## src/rtl/cfg_pkg.sv

```systemverilog
// Shared types and default sizing for the slice configuration chain loader.
// Chain length is derived from the slice geometry so a single edit here keeps the loader in step with the fabric.
// Also holds the FSM state encoding and a small ceiling-divide helper.
package cfg_pkg;

  typedef enum logic [1:0] {
    IDLE  = 2'd0,
    SHIFT = 2'd1,
    DONE  = 2'd2
  } state_e;

  // Slice geometry: each LUT carries S_XX_BASE entries of four config bits.
  localparam int S_XX_BASE = 17;
  localparam int NUM_LUTS  = 2;
  localparam int MUX_LVLS  = 2;
  localparam int LUT_BITS  = NUM_LUTS * S_XX_BASE * 4;

  // LUT bits, one select bit per mux level, then the use_cc bit.
  localparam int CHAIN_LEN_DEF = LUT_BITS + MUX_LVLS + 1;
  localparam int WORD_W_DEF    = 32;

  function automatic int ceil_div(input int a, input int b);
    return (a + b - 1) / b;
  endfunction

endpackage

```

## src/rtl/cfg_chain_loader_if.sv

```systemverilog
// Host-side word stream into the chain loader: start strobe plus a valid/ready word channel.
// No storage; purely a signal bundle.
// word_ready is driven by the loader from registered state only.
interface cfg_chain_loader_if #(
  parameter int WORD_W = 32
);

  logic              start;
  logic [WORD_W-1:0] word_in;
  logic              word_valid;
  logic              word_ready;

  modport master (
    output start,
    output word_in,
    output word_valid,
    input  word_ready
  );

  modport slave (
    input  start,
    input  word_in,
    input  word_valid,
    output word_ready
  );

endinterface

```

## src/rtl/cfg_serializer.sv

```systemverilog
// MSB-first parallel-to-serial shifter with a count of bits still owed to the chain.
// Latency: a loaded word presents its MSB on msb_o the cycle after load_i.
// No backpressure of its own; the caller reloads when empty_o, or when last_o and shifting.
module cfg_serializer #(
  parameter int WORD_W = 32,
  parameter int CNT_W  = $clog2(WORD_W + 1)
) (
  input  logic              clk_i,
  input  logic              rst_i,
  input  logic              load_i,
  input  logic [WORD_W-1:0] load_dat_i,
  input  logic [CNT_W-1:0]  load_cnt_i,
  input  logic              shift_i,
  output logic              msb_o,
  output logic              empty_o,
  output logic              last_o
);

  logic [WORD_W-1:0] sh_q, sh_d;
  logic [CNT_W-1:0]  cnt_q, cnt_d;

  // Load wins over shift: a reload only happens when the final owed bit goes out this cycle.
  always_comb begin
    sh_d  = sh_q;
    cnt_d = cnt_q;
    if (load_i) begin
      sh_d  = load_dat_i;
      cnt_d = load_cnt_i;
    end else if (shift_i && (cnt_q != '0)) begin
      sh_d  = {sh_q[WORD_W-2:0], 1'b0};
      cnt_d = cnt_q - CNT_W'(1);
    end
  end

  // Shift register and bit count state.
  always_ff @(posedge clk_i or posedge rst_i) begin
    if (rst_i) begin
      sh_q  <= '0;
      cnt_q <= '0;
    end else begin
      sh_q  <= sh_d;
      cnt_q <= cnt_d;
    end
  end

  assign msb_o   = sh_q[WORD_W-1];
  assign empty_o = (cnt_q == '0);
  assign last_o  = (cnt_q == CNT_W'(1));

endmodule

```

## src/rtl/cfg_chain_loader.sv

```systemverilog
// Serializes host config words MSB-first onto the slice chain, raising cen for exactly CHAIN_LEN cycles.
// Latency: start -> word_ready next cycle; an accepted word's MSB reaches cfg_out the cycle after acceptance.
// Backpressure: word_ready comes from registered state only; host stalls insert cen=0 gaps, never lose bits.
module cfg_chain_loader
  import cfg_pkg::*;
#(
  parameter int WORD_W    = WORD_W_DEF,
  parameter int CHAIN_LEN = CHAIN_LEN_DEF
) (
  input  logic               cclk,
  input  logic               rst,
  cfg_chain_loader_if.slave  host,
  output logic               cen,
  output logic               cfg_out,
  output logic               busy,
  output logic               done
);

  localparam int NWORDS = ceil_div(CHAIN_LEN, WORD_W);
  localparam int BL_W   = $clog2(CHAIN_LEN + 1);
  localparam int WL_W   = $clog2(NWORDS + 1);
  localparam int SC_W   = $clog2(WORD_W + 1);

  state_e           state_q, state_d;
  logic [BL_W-1:0]  bits_left_q, bits_left_d;
  logic [WL_W-1:0]  words_left_q, words_left_d;

  logic             sh_msb;
  logic             sh_empty;
  logic             sh_last;
  logic             shifting;
  logic             accept;
  logic [BL_W-1:0]  bits_after;
  logic [SC_W-1:0]  load_cnt;

  // A bit leaves only while loading and the serializer still owes bits.
  assign shifting = (state_q == SHIFT) && !sh_empty;

  // Ready when the serializer is empty or emptying this cycle, so held-valid traffic has no bubbles.
  assign host.word_ready = (state_q == SHIFT) && (words_left_q != '0) &&
                           (sh_empty || (sh_last && shifting));
  assign accept          = host.word_valid && host.word_ready;

  // Bits still owed after this cycle's shift; the final word is trimmed to this so its tail is dropped.
  assign bits_after = bits_left_q - BL_W'(shifting);
  assign load_cnt   = (32'(bits_after) >= WORD_W) ? SC_W'(WORD_W) : SC_W'(bits_after);

  cfg_serializer #(
    .WORD_W (WORD_W),
    .CNT_W  (SC_W)
  ) u_ser (
    .clk_i      (cclk),
    .rst_i      (rst),
    .load_i     (accept),
    .load_dat_i (host.word_in),
    .load_cnt_i (load_cnt),
    .shift_i    (shifting),
    .msb_o      (sh_msb),
    .empty_o    (sh_empty),
    .last_o     (sh_last)
  );

  // Next-state and counter updates; start is only honoured outside SHIFT.
  always_comb begin
    state_d      = state_q;
    bits_left_d  = bits_left_q;
    words_left_d = words_left_q;
    case (state_q)
      IDLE, DONE: begin
        if (host.start) begin
          state_d      = SHIFT;
          bits_left_d  = BL_W'(CHAIN_LEN);
          words_left_d = WL_W'(NWORDS);
        end
      end
      SHIFT: begin
        if (accept) begin
          words_left_d = words_left_q - WL_W'(1);
        end
        if (shifting) begin
          bits_left_d = bits_after;
          if (bits_left_q == BL_W'(1)) begin
            state_d = DONE;
          end
        end
      end
      default: state_d = IDLE;
    endcase
  end

  // FSM state and load counters.
  always_ff @(posedge cclk or posedge rst) begin
    if (rst) begin
      state_q      <= IDLE;
      bits_left_q  <= '0;
      words_left_q <= '0;
    end else begin
      state_q      <= state_d;
      bits_left_q  <= bits_left_d;
      words_left_q <= words_left_d;
    end
  end

  assign cen     = shifting;
  assign cfg_out = shifting && sh_msb;
  assign busy    = (state_q == SHIFT);
  assign done    = (state_q == DONE);

endmodule

```

## src/flat_wrapper.sv

```systemverilog
// flat-port wrapper written by rule: the top's interface ports become plain ports
module cfg_chain_loader_flat import cfg_pkg::*;
#(
  parameter int WORD_W    = WORD_W_DEF,
  parameter int CHAIN_LEN = CHAIN_LEN_DEF
)
  (cclk, rst, cen, cfg_out, busy, done, host_start, host_word_in, host_word_valid, host_word_ready);
  cfg_chain_loader_if #(.WORD_W(WORD_W)) host_i ();
  input  logic cclk;
  input  logic rst;
  output logic cen;
  output logic cfg_out;
  output logic busy;
  output logic done;
  input wire logic [$bits(host_i.start)-1:0] host_start;
  input wire logic [$bits(host_i.word_in)-1:0] host_word_in;
  input wire logic [$bits(host_i.word_valid)-1:0] host_word_valid;
  output wire logic [$bits(host_i.word_ready)-1:0] host_word_ready;
  assign host_i.start = host_start;
  assign host_i.word_in = host_word_in;
  assign host_i.word_valid = host_word_valid;
  assign host_word_ready = host_i.word_ready;
  cfg_chain_loader #(.WORD_W(WORD_W), .CHAIN_LEN(CHAIN_LEN)) u_core (.cclk(cclk), .rst(rst), .host(host_i), .cen(cen), .cfg_out(cfg_out), .busy(busy), .done(done));
endmodule
```

## config.mk

```make
export PLATFORM = sky130hd
export DESIGN_NAME = cfg_chain_loader_flat
export DESIGN_NICKNAME = d
export VERILOG_FILES = /design/src/rtl/cfg_pkg.sv /design/src/rtl/cfg_chain_loader_if.sv /design/src/rtl/cfg_serializer.sv /design/src/rtl/cfg_chain_loader.sv /design/src/flat_wrapper.sv
export SDC_FILE = /design/constraint.sdc
export NUM_CORES = 1
export LEC_CHECK = 0
export CAP_MARGIN = 20
export CELL_PAD_IN_SITES_DETAIL_PLACEMENT = 0
export CELL_PAD_IN_SITES_GLOBAL_PLACEMENT = 1
export CORE_UTILIZATION = 42
export CTS_BUF_LIST = sky130_fd_sc_hd__clkbuf_4
export DETAILED_ROUTE_END_ITERATION = 10
export PLACE_DENSITY_LB_ADDON = 0.2
export SLEW_MARGIN = 20
export SYNTH_ARGS = -nofsm -noshare
export SYNTH_HDL_FRONTEND = slang
export SYNTH_SLANG_ARGS = --single-unit
export TNS_END_PERCENT = 50
```

## constraint.sdc

```tcl
create_clock -name cclk -period 2.93 [get_ports cclk]
set_input_delay 0.4395 -clock cclk [delete_from_list [all_inputs] [get_ports cclk]]
set_output_delay 0.4395 -clock cclk [all_outputs]
set_load 0.03 [all_outputs]
```

Figure 1. Register map, names as in the netlist (run 1).
Scale: 6 px per um. Other sequential cells in the stronger gray, the rest of the logic in the fainter gray.
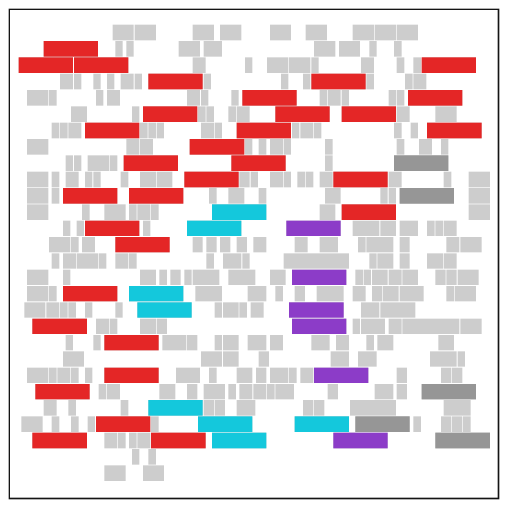
| name in the netlist | color | sequential cells |
|---|---|---|
| `u_core.bits_left_q` | cyan | 8 |
| `u_core.u_ser.cnt_q` | purple | 6 |
| `u_core.u_ser.sh_q` | red | 32 |
flip-flop and latch area: 1280 um^2
final design utilization: 0.532

Figure 2. Gate families picked out (run 1).
Scale: 3 px per um.
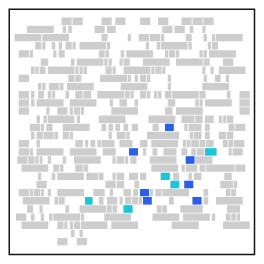
| family | color | cells | most used |
|---|---|---|---|
| xor and xnor cells | blue | 7 | xnor2_1 |
| non-inverting ao/oa cells | cyan | 5 | o31a_1 |
most frequent logic cell in the layout: nand2_1
Post-Layout Cell Count: 413
Comb/total area: 0.387

Figure 3. Congestion heat map (run 1).
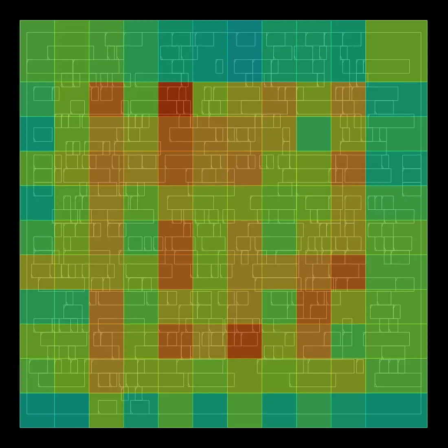
met3 Use GR: 0.0337
GRT Total Usage: 0.187
met2 Resource Use GR: 0.304
GR peak layer: met2

==> GITHUB_STEP_SUMMARY, run 1 <==
### Yosys + OpenROAD results

| Metric | Value |
|---|---|
| Status | `finished, final reports clean` |
| Largest net degree at the start of global routing | `roughly 66` |
| Max-slew violations | `0` |
| Initial Util | `0.441` |
| Top sig layer | `met4` |
| Top pwr grp | `registers` |
| Log Warnings | `28` |
| Logic area | `1230 um^2` |
| Vias | `between 2k and 2.5k` |
| Clock Path Buffers | `2` |
| Flop count | `51` |
| Mapped Area | `2640 um^2` |
| Critical setup path kind | `flip-flop to primary output` |
| Biggest Area Class | `registers` |
| Xor+xnor area frac | `0.0232` |
| Max-area cell share | `0.483` |
| Yosys cell count | `301` |
| Clk pwr | `approximately 0.00039 W` |
| Crit-path max FO | `23` |
| Inverter count | `12` |
| Filler cells | `586` |
| CTS resizes | `1` |
| Synth cell types | `43` |
| Seq/total area | `0.401` |
| Max FFs per register | `32` |
| Setup Buffers After CTS | `0` |
| Syn_area_per_cell | `8.77 um^2` |
| Relative slew slack | `0.596` |
| Worst EP arrival | `2.30 ns` |
| Die ar. | `~6600 um^2` |
| H-tree Lvls | `2` |
| Crit-path leading delay family | `buffers and inverters` |
| WL met2 | `approximately 2500 um` |
| Synth warn | `0` |
| Req. time, crit path | `between 2 and 2.5 ns` |
| Startpoint Class | `flip-flop` |
| Static Leak | `1.37 nW` |
| Number of remaining DRC errors | `0` |
| Setup ws final | `0.191 ns` |
| Clock share of power | `0.142` |
| DP HPWL | `3700 um` |
| Syn_nets | `approximately 340` |
| Gpl congestion | `0.753` |
| Root Driver | `clkbuf_4` |
| Non-clock buffers | `roughly 48` |
| Seq share, synth | `0.483` |
| Synthesized instance count | `301` |
| # clock sinks | `51` |
| Mux area share | `0.0123` |
Figure 4. Met1 routing (run 1).
Scale: 3 px per um.
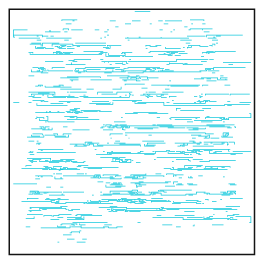

==> run 2, diff against run 1 <==
- CORE_MARGIN: default -> 5
- CORE_UTILIZATION: 42 -> 44
- DONT_BUFFER_PORTS: default -> 1
Figure 5. Met1 routing (run 2).
Scale: 3 px per um.
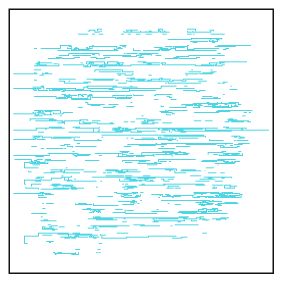
nets with wire on the layer: 314
share of all routed wire: 51%
wire length on this layer: 2840 um
main direction: horizontal
longest straight run: 34.0 um
GR Util met1: 0.217
WL final: 5570 um
Vias: 2042

Figure 6. Register map, names as in the netlist (run 2).
Scale: 6 px per um. Other sequential cells in the stronger gray, the rest of the logic in the fainter gray.
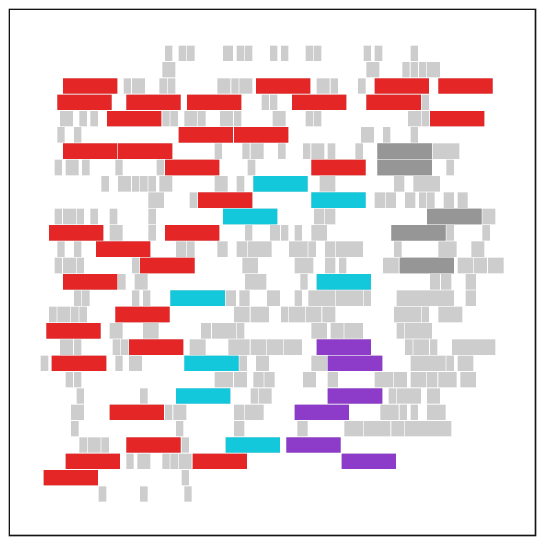
| name in the netlist | color | sequential cells |
|---|---|---|
| `u_core.u_ser.cnt_q` | purple | 6 |
| `u_core.bits_left_q` | cyan | 8 |
| `u_core.u_ser.sh_q` | red | 32 |
not colored: 5
final design utilization: 0.470
Seq/total area: 0.461
Seq group: 0.00118 W

Figure 7. Congestion heat map (run 2).
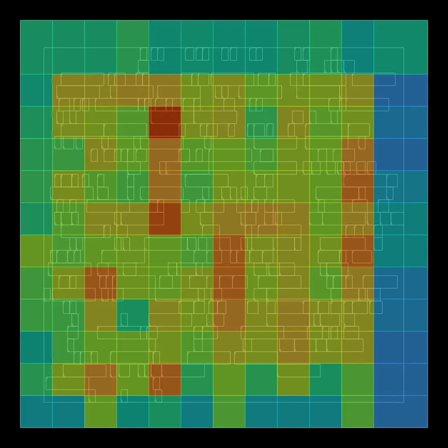
GRT Total Usage: 0.155
met2 Resource Use GR: 0.240
met3 Use GR: 0.0341
routed len/inst: 14.9 um

==> run 2 against run 1 <==
Compared with the run above:
- cell count fell by 9.7%
- worst hold slack worse by 0.36 ns
- clock skew fell by 0.00062 ns
- critical path type unchanged
- clock-buffer cell count down 1
- clock power down 21%
- setup slack better by 0.14 ns
- die area up 16%
- largest power group unchanged
- highest routed layer unchanged
- maximum frequency rose by 5.2%
==> GITHUB_STEP_SUMMARY, run 2 <==
### Yosys + OpenROAD results

| Metric | Value |
|---|---|
| Synthesized instance count | `301 (unchanged)` |
| Fin Hold WS | `0.102 ns` |
| Comb/total area | `0.446 (+0.0585)` |
| DP HPWL | `3730 um (+0.86%)` |
| Non-clock buffers | `7 (-85%)` |
| WL met2 | `2450 um (-2.1%)` |
| Static Leak | `1.20 nW (-13%)` |
| Gpl congestion | `0.784 (+4.1%)` |
| Syn_nets | `344 (unchanged)` |
| Die width | `a little under 90 um` |
| Most frequent logic cell in the layout | `nand2_1` |
| Biggest Area Class | `registers` |
| Log Warnings | `28 (unchanged)` |
| Inverter count | `12 (unchanged)` |
| Flop count | `51 (unchanged)` |
| Crit-path max FO | `13 (-43%)` |
| Top cells by count, synth | `nand2_1 (72), dfrtp_1 (51), nor2_1 (37), a31oi_1 (31), o21ai_0 (14)` |
| Root Driver | `clkbuf_4` |
| Logic area | `1230 um^2 (unchanged)` |
| Mux area share | `0.0123 (unchanged)` |
| Clock share of power | `0.118 (-0.024)` |
| Synth cell types | `43 (unchanged)` |
| Setup TNS | `0 ns` |
| FF-to-FF setup slack | `0.44 ns` |
| H-tree Lvls | `2 (unchanged)` |
| Syn_area_per_cell | `8.77 um^2 (unchanged)` |
| Max FFs per register | `32 (unchanged)` |
| Clk pwr | `0.000308 W (-21%)` |
| Post-Layout Cell Count | `373 (-9.7%)` |
| Req. time, crit path | `2.49 ns (about the same)` |
| Critical path's slowest cell | `dfrtp_1` |
| Largest net degree at the start of global routing | `56 (-15%)` |
| Initial Util | `0.449 (+0.00787)` |
| Die ar. | `7650 um^2 (+16%)` |
| Filler cells | `637 (+8.7%)` |
| Setup Buffers After CTS | `0 (unchanged)` |
| Critical setup path kind | `flip-flop to primary output` |
| Mapped Area | `2640 um^2 (unchanged)` |
| Status | `finished, final reports clean` |
| Setup-failing EPs final | `0` |
| Yosys cell count | `301 (unchanged)` |
| Crit path to | `cfg_out` |
| GR peak layer | `met2` |
| Max-area cell share | `0.483 (unchanged)` |
| Seq share, synth | `0.483 (unchanged)` |
| Crit-path leading delay family | `buffers and inverters` |
| Clock Path Buffers | `2 (unchanged)` |
| Setup ws final | `0.327 ns (+0.136 ns)` |
| CTS resizes | `0 (-1)` |
| Xor+xnor area frac | `0.0232 (unchanged)` |
| Tot Pwr | `~0.0026 W` |
| Synth warn | `0 (unchanged)` |
| Top pwr grp | `registers` |
| Relative slew slack | `0.403 (-0.193)` |
| Top sig layer | `met4` |
| # clock sinks | `51 (unchanged)` |
| Startpoint Class | `flip-flop` |
| Number of remaining DRC errors | `0 (unchanged)` |
Figure 8. Gate families picked out (run 2).
Scale: 3 px per um.
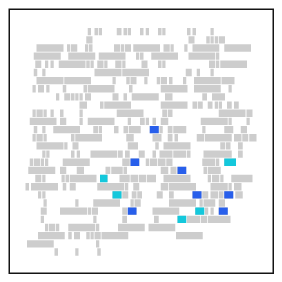

==> run 3, diff against run 2 <==
- CORE_UTILIZATION: 44 -> 49
Figure 9. Gate families picked out (run 3).
Scale: 3 px per um.
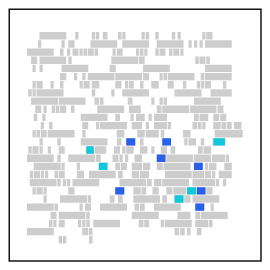
| family | color | cells | most used |
|---|---|---|---|
| non-inverting ao/oa cells | cyan | 5 | o31a_1 |
| xor and xnor cells | blue | 7 | xnor2_1 |
Post-Layout Cell Count: 368
Comb/total area: 0.447

Figure 10. Congestion heat map (run 3).
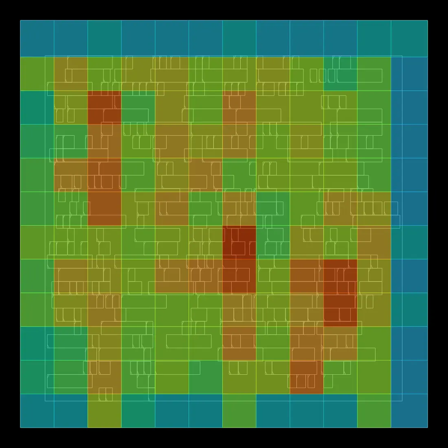
met2 Resource Use GR: 0.257
met3 Use GR: 0.0446

Figure 11. Met1 routing (run 3).
Scale: 3 px per um.
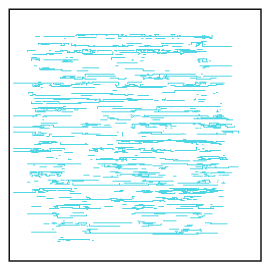
share of all routed wire: 48%
main direction: horizontal
longest straight run: 32.7 um
nets with wire on the layer: 304
Vias: 2068
WL final: 5520 um

==> run 3 against run 2 <==
Compared with the run above:
- sequential power about the same
- clock skew up 0.0043 ns
- register-to-register slack worse by 0.03 ns
- flip-flop count unchanged
- design area down 0.23%
- clock power up 1%
- sequential share of layout area up 0.10 points
- clock-buffer cell count up 1
- first-iteration DRC count up 14%
- worst hold slack worse by 0.019 ns
- global-route usage up 0.86 points
- critical endpoint unchanged
==> GITHUB_STEP_SUMMARY, run 3 <==
### Yosys + OpenROAD results

| Metric | Value |
|---|---|
| Filler cells | `504 (-21%)` |
| Crit-path leading delay family | `buffers and inverters` |
| Seq share, synth | `0.483 (unchanged)` |
| First-pass GRT wire length | `9450 um` |
| GRT Total Usage | `0.164 (+0.00860)` |
| YS chip area | `2640 um^2` |
| Largest register by flop count | `u_core.u_ser.sh_q` |
| CTS resizes | `0 (unchanged)` |
| Number of remaining DRC errors | `0 (unchanged)` |
| Most common cell on crit path | `inv_1` |
| Largest net degree at the start of global routing | `56 (unchanged)` |
| Most frequent logic cell in the layout | `nand2_1` |
| Core Area | `slightly above 5000 um^2` |
| Critical setup path kind | `flip-flop to primary output` |
| Max FFs per register | `32 (unchanged)` |
| Yosys simple share | `0.224` |
| Routed len/inst | `15.0 um (+0.43%)` |
| Relative slew slack | `0.424 (+0.0209)` |
| Post-detailed-route count of antenna-violating nets | `0` |
| Logic area | `1230 um^2 (unchanged)` |
| Synth logic family | `simple AND/OR/NAND/NOR gates` |
| Setup TNS | `0 ns (unchanged)` |
| Synth warn | `0 (unchanged)` |
| Site row count | `26` |
| # Max-Cap Violations | `0` |
| Clk pwr | `0.000312 W (+1%)` |
| Gpl congestion | `0.903 (+15%)` |
| Tot Pwr | `0.00260 W (about the same)` |
| Setup ws final | `0.303 ns (-0.0241 ns)` |
| GR Util met1 | `0.220 (+0.00382)` |
| Fin Hold WS | `0.0829 ns (-0.0187 ns)` |
| Top cells by count, synth | `nand2_1 (72), dfrtp_1 (51), nor2_1 (37), a31oi_1 (31), o21ai_0 (14)` |
| Yosys cell count | `301 (unchanged)` |
| Signal buffers share of area | `0.0236` |
| FF-to-FF setup slack | `0.41 ns (-0.03 ns)` |
| Worst EP arrival | `2.19 ns` |
| Setup Buffers After CTS | `0 (unchanged)` |
| Crit path to | `cfg_out` |
| Max-area cell share | `0.483 (unchanged)` |
| HP Class | `input port to asynchronous set/reset pin` |
| IR drop worst, VDD | `about 0.33 mV` |
| Startpoint Class | `flip-flop` |
| P per Cell Area | `942 nW/um^2` |
| Fmax | `381 MHz` |
| DR WL met3 | `between 200 and 250 um` |
| Syn_area_per_cell | `8.77 um^2 (unchanged)` |
| Post-CTS Hold Buffers | `0` |
| Xor+xnor area frac | `0.0232 (unchanged)` |
| Log Warnings | `28 (unchanged)` |
| Initial Util | `0.510 (+0.0618)` |
| Crit-path max FO | `26 (+13)` |
| Synthesized instance count | `301 (unchanged)` |
| Syn_nets | `344 (unchanged)` |
| GR peak layer | `met2` |
| H-tree Lvls | `2 (unchanged)` |
| Critical Path Source | `u_core.u_ser.cnt_q[1]$_DFFE_PP0P_` |
| Req. time, crit path | `2.49 ns (about the same)` |
| Die width | `83.4 um (-4.6%)` |
| Clock share of power | `0.120 (+0.002)` |
| Die ar. | `6960 um^2 (-9.1%)` |
| Synth area leader | `dfrtp_1` |
| Flop count | `51 (unchanged)` |
| Synth cell types | `43 (unchanged)` |
| Mapped Area | `2640 um^2 (unchanged)` |
| Status | `finished, final reports clean` |
| Combinational power | `0.00111 W` |
| Seq/total area | `0.462 (+0.00104)` |
| Top sig layer | `met4` |
| Seq group | `0.00118 W (about the same)` |
| Clock Path Buffers | `2 (unchanged)` |
| Layout cells sized above 1 | `0.0705` |
| Final design utilization | `0.534 (+0.0636)` |
| Mux area share | `0.0123 (unchanged)` |
| Inverter count | `12 (unchanged)` |
| Root Driver | `clkbuf_4` |
| Part of the power in registers | `0.454` |
| Critical path's slowest cell | `dfrtp_1` |
| Setup-failing EPs final | `0 (unchanged)` |
| DP HPWL | `3770 um (+1.1%)` |
| Static Leak | `1.20 nW (+0.37%)` |
| Top pwr grp | `registers` |
| Ys async rst share | `1.00` |
| Non-clock buffers | `7 (unchanged)` |
| # clock sinks | `51 (unchanged)` |
| Buffers on Ports | `0` |
| Final Instance Area | `2760 um^2` |
| Biggest Area Class | `registers` |
| WL met2 | `2500 um (+1.7%)` |
| Clock slew at reported path FFs | `0.15 ns` |
Power figures rest on the tool's default switching activity, not on a simulated workload.
